congestion.png
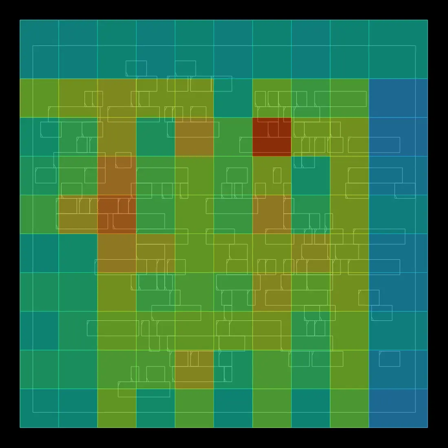
cell_density.png
Drawn at 4 px/um. The die is cut into 7 by 7 equal tiles; dark blue is low, red is high, 0 to 100% covered.
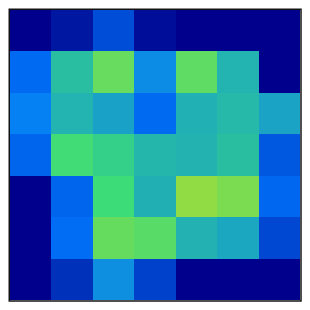
io_fan.png
Drawn at 4 px/um.
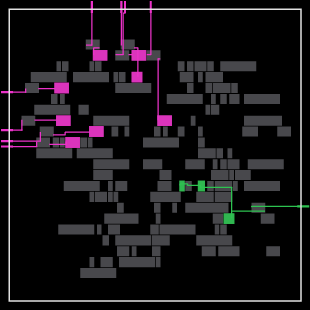
File: src/rtl/MovingAverage_types.sv
// Shared types for the moving-average UART transmitter.
// The PARITY state exists only when MOVINGAVERAGE_TX_PARITY_EN is defined.
package MovingAverage_types;

    localparam int DATA_BITS = 8;

    typedef logic signed [DATA_BITS-1:0] sample_t;

    typedef enum logic [2:0] {
        IDLE,
        START,
        DATA,
`ifdef MOVINGAVERAGE_TX_PARITY_EN
        PARITY,
`endif
        STOP
    } state_t;

endpackage

File: src/rtl/MovingAverage_baudgen.sv
// Baud counter: counts 0..CLKS_PER_BIT-1 and ticks on the wrap (bit boundary).
module MovingAverage_baudgen #(
    parameter int CLKS_PER_BIT = 100
) (
    input  logic system1000,
    input  logic system1000_rstn,
    input  logic clear,
    output logic tick
);

    localparam int CNT_W = (CLKS_PER_BIT > 1) ? $clog2(CLKS_PER_BIT) : 1;
    localparam logic [CNT_W-1:0] LAST = CNT_W'(CLKS_PER_BIT - 1);

    logic [CNT_W-1:0] cnt;

    always_ff @(posedge system1000 or negedge system1000_rstn) begin
        if (!system1000_rstn)
            cnt <= '0;
        else if (clear || cnt == LAST)
            cnt <= '0;
        else
            cnt <= cnt + 1'b1;
    end

    // Held clear while idle so the first bit after accept is a full period.
    assign tick = !clear && (cnt == LAST);

endmodule

File: src/rtl/movingaverage_uart_tx.sv
// UART transmitter for filtered signed samples: 8N1 frames, or 8E1 when
// MOVINGAVERAGE_TX_PARITY_EN is defined. tx and busy are registered.
module movingaverage_uart_tx
    import MovingAverage_types::*;
#(
    parameter int CLKS_PER_BIT = 100
) (
    input  logic    system1000,
    input  logic    system1000_rstn,
    input  sample_t s_data,
    input  logic    s_valid,
    output logic    s_ready,
    output logic    tx,
    output logic    busy
);

    localparam logic [2:0] LAST_BIT = 3'(DATA_BITS - 1);

    state_t     state;
    sample_t    shift;
    logic [2:0] bit_cnt;
    logic       tick;
`ifdef MOVINGAVERAGE_TX_PARITY_EN
    logic       par;
`endif

    assign s_ready = (state == IDLE);

    MovingAverage_baudgen #(.CLKS_PER_BIT(CLKS_PER_BIT)) u_baudgen (
        .system1000      (system1000),
        .system1000_rstn (system1000_rstn),
        .clear           (s_ready),
        .tick            (tick)
    );

    always_ff @(posedge system1000 or negedge system1000_rstn) begin
        if (!system1000_rstn) begin
            state   <= IDLE;
            tx      <= 1'b1;
            busy    <= 1'b0;
            bit_cnt <= '0;
            shift   <= '0;
`ifdef MOVINGAVERAGE_TX_PARITY_EN
            par     <= 1'b0;
`endif
        end else begin
            case (state)
                IDLE: begin
                    if (s_valid) begin
                        shift <= s_data;
                        state <= START;
                        tx    <= 1'b0;
                        busy  <= 1'b1;
`ifdef MOVINGAVERAGE_TX_PARITY_EN
                        par   <= ^s_data;
`endif
                    end
                end
                START: begin
                    if (tick) begin
                        state   <= DATA;
                        bit_cnt <= '0;
                        tx      <= shift[0];
                    end
                end
                DATA: begin
                    if (tick) begin
                        shift <= {1'b0, shift[DATA_BITS-1:1]};
                        if (bit_cnt == LAST_BIT) begin
`ifdef MOVINGAVERAGE_TX_PARITY_EN
                            state <= PARITY;
                            tx    <= par;
`else
                            state <= STOP;
                            tx    <= 1'b1;
`endif
                        end else begin
                            // Present the next bit as this one's period ends.
                            tx      <= shift[1];
                            bit_cnt <= bit_cnt + 3'd1;
                        end
                    end
                end
`ifdef MOVINGAVERAGE_TX_PARITY_EN
                PARITY: begin
                    if (tick) begin
                        state <= STOP;
                        tx    <= 1'b1;
                    end
                end
`endif
                STOP: begin
                    if (tick) begin
                        state <= IDLE;
                        tx    <= 1'b1;
                        busy  <= 1'b0;
                    end
                end
                default: begin
                    state <= IDLE;
                    tx    <= 1'b1;
                    busy  <= 1'b0;
                end
            endcase
        end
    end

endmodule

File: config.mk
export PLATFORM = sky130hd
export DESIGN_NAME = movingaverage_uart_tx
export DESIGN_NICKNAME = d
export VERILOG_FILES = /design/src/rtl/MovingAverage_types.sv /design/src/rtl/MovingAverage_baudgen.sv /design/src/rtl/movingaverage_uart_tx.sv
export SDC_FILE = /design/constraint.sdc
export NUM_CORES = 1
export LEC_CHECK = 0
export CAP_MARGIN = 40
export CORE_MARGIN = 2
export CORE_UTILIZATION = 25
export DETAILED_ROUTE_END_ITERATION = 8
export GPL_TIMING_DRIVEN = 0
export HOLD_SLACK_MARGIN = 0.12
export PLACE_DENSITY_LB_ADDON = 0.08
export SLEW_MARGIN = 20
export SYNTH_ARGS = -nofsm -noshare
export SYNTH_HDL_FRONTEND = slang
export SYNTH_SLANG_ARGS = --single-unit
File: constraint.sdc
create_clock -name system1000 -period 3.17 [get_ports system1000]
set_input_delay 0.634 -clock system1000 [delete_from_list [all_inputs] [get_ports system1000]]
set_output_delay 0.634 -clock system1000 [all_outputs]
set_load 0.02 [all_outputs]
==> results.txt <==
run metrics: endpoints failing setup 0, leak pwr 0.633 nW, hold buffers post-CTS 0, yosys cell count 114, status complete, no violations, syn_area_per_cell 10.3 um^2, Max Root-Sink Buffers 2, cells after synthesis 114, CTS Buf Count 3, CP Capture Point s_ready, most frequent cells after synthesis dfrtp_1, nor2_1, a21oi_1, ha_1, top cell family by delay on the critical path buffers and inverters, Die W 72.6 um, Top-area cell share 0.447, clock share of power 0.212, Mapped Area 1170 um^2, Max VDD drop 0.240 mV, Slew headroom 0.586, clk slew on worst S/H paths 0.09 ns, min Tclk post-route 2.39 ns, grt ovf 0, biggest area cells dfrtp_1, ha_1, mux2i_1, nor2_1, a21oi_1, RSZ-0062 raised after global routing no, power share of the combinational group 0.429, yosys warns 0, vias in the first global route 850, Synth Seq Share 0.470, final slew viol count 0, chip area 5260 um^2, layout cells sized above 1 0.0833, switching share of total power 0.365, Rows 24, nets@finish 152, antenna violations before repair 0, Hold Path Class flip-flop to flip-flop, Net Count, Synth 133, Arr. time, crit path 1.76 ns, Routability Congestion 0.709, Post-synth ARST share 1.00, distinct lib cells 30, Max Cap Violations 0, Critical Path Max Stage Delay 0.65 ns, Yosys chip area 1170 um^2, total negative slack 0 ns, WP buf/inv 2, worst-path fanout max 7, Avg Vias per Cell 4.61, reg2reg end shift[6], worst-case reg-to-reg path depth 6, kind of end point of the critical path output port, EDFF count, synth 0, Slowest-stage cell, CP clkdlybuf4s50_1, Num Clock Sinks 22, final WL 2260 um, worst-margin pin slew 0.622 ns, Tool Warnings 30, internal power 0.786 mW, Final WS setup 0.781 ns, pwr dens 850 nW/um^2, CTS tree yes, Root Driver clkbuf_8, r2r startpoint state[0], prevailing post-synth register cell dfrtp_1, post-CTS setup buffer count 0, first-pass GRT wire length 4080 um, CP Class flip-flop to output port, Post-DRT Antenna Nets 0, top cell type by total area after synthesis dfrtp_1, Avg WL per Cell 12.3 um, Sequential Power Share 0.359, dpl ws 0.922 ns, largest net degree at the start of global routing 14, f_max 0.419 GHz, dpl hpwl 1730 um, router iterations before antenna repair 4, Worst setup startpoint state[0], post-cts repair resize count 0, fin crit share 0.754, WP depth 3, Tot GR Track Use 0.0987, count leader, synth dfrtp_1, Crit path required time 2.54 ns, Worst Setup Start Kind flip-flop, height of the die 72.6 um, n_diodes 0, clock skew 0.00759 ns, CP cell instances inv_1 -> ha_1 -> clkdlybuf4s50_1, Seq cells post-synth 22, Final Hold Viols 0, Area growth, synth to finish 24.0%, reg-to-reg slack, setup 1.27 ns, vias 849, Sw Pwr 0.452 mW, DRT iter0 DRCs 33, Residual DRC 0, H-tree depth 1, clk_lat worst skew 0.26 ns
About congestion.png:
met2 Resource Use GR: 0.155
final core utilization: 0.328

About cell_density.png:
22% of the tiles are nearly empty. The emptiest ninth of the die: lower left. The densest ninth of the die: center.
Pre-Place Util: 0.264
Core Area: 4440 um^2

About io_fan.png:
Key: magenta = `s_data` [bits 8, direction input, end cells 8, buffers 8, wire 122 um]; green = `s_valid` [bits 1, direction input, end cells 3, buffers 1, wire 41.9 um]
port buffer count: 13
IO Count: 14

## state kept, by name, indices dropped and copies added (netlist names)
| register | flops |
|---|---|
| busy | 1 |
| shift | 8 |
| bit_cnt | 3 |
| state | 2 |
| u_baudgen.cnt | 7 |
| tx | 1 |
## layer usage
metal / part of all wire / vias to the layer above / GRT usage
met3: 0.043 / 2 / 0.0319
met1: 0.51 / 398 / 0.132
met2: 0.44 / 13 / 0.155
li1: - / 436 / -
met4: 0.011 / 0 / 0.0247
met5: 0 / - / 0
## placed cells by master, fill, tap and decap left out, drive strengths merged, types with 4 or more instances in the layout
cell type	synthesis	routed
nor2	17	17
mux2i	7	7
nand2	7	7
dfrtp	21	21
inv	4	4
clkbuf	1	4
o21ai	6	6
ha	8	8
clkdlybuf4s50	0	13
a21oi	10	10
nand3	7	7
## area by class of cell
cell class	instances	area (um^2)
inverters	4	15.0
plain buffers	3	16.3
multi-input cells	85	592
clock inverters	1	30.0
repair buffers	14	145
well taps	52	65.1
flip-flops and latches	22	552
clock buffers	3	41.3
fillers	482	2990
## logic make-up (layout without fill, tap and decap cells)
kind of cell	count (synthesis)	count (layout)	synth area share
compound gates	21	21	0.103
xor+xnor	5	5	0.0373
flops	22	22	0.470
buf+inv	7	25	0.0266
fa+ha+maj	8	8	0.0852
mux	9	9	0.0788
simple gates	42	42	0.199
## power by group through the flow
stage | Sequential, mW | Combinational [mW] | Clock, mW
2_1_floorplan | 0.449 | 0.389 | 0
3_3_place_gp | 0.449 | 0.537 | 0
3_5_place_dp | 0.452 | 0.536 | 0
4_1_cts | 0.446 | 0.541 | 0.275
5_1_grt | 0.462 | 0.605 | 0.286
6_report | 0.444 | 0.531 | 0.263
## stage by stage
step           area (um^2)  total power [mW]  hold WS, ns  std cells
2_1_floorplan         1170             0.837        0.338        114
6_report              1460              1.24        0.456        184
3_5_place_dp          1390             0.988        0.448        180
4_1_cts               1460              1.26        0.460        184
3_3_place_gp          1370             0.986        0.445        179
5_1_grt               1460              1.35        0.479        184
## worst min path at each step
stage / startpoint / endpoint / slack (ns) / cells after the start
2_1_floorplan: system1000_rstn / bit_cnt[0] / 0.34 / 0
3_3_place_gp: u_baudgen.cnt[0] / u_baudgen.cnt[0] / 0.44 / 1
3_5_place_dp: u_baudgen.cnt[0] / u_baudgen.cnt[0] / 0.45 / 1
4_1_cts: u_baudgen.cnt[0] / u_baudgen.cnt[0] / 0.46 / 1
5_1_grt: u_baudgen.cnt[0] / u_baudgen.cnt[0] / 0.48 / 1
6_report: u_baudgen.cnt[0] / u_baudgen.cnt[0] / 0.46 / 1
Power is estimated from default activity; no workload was simulated.
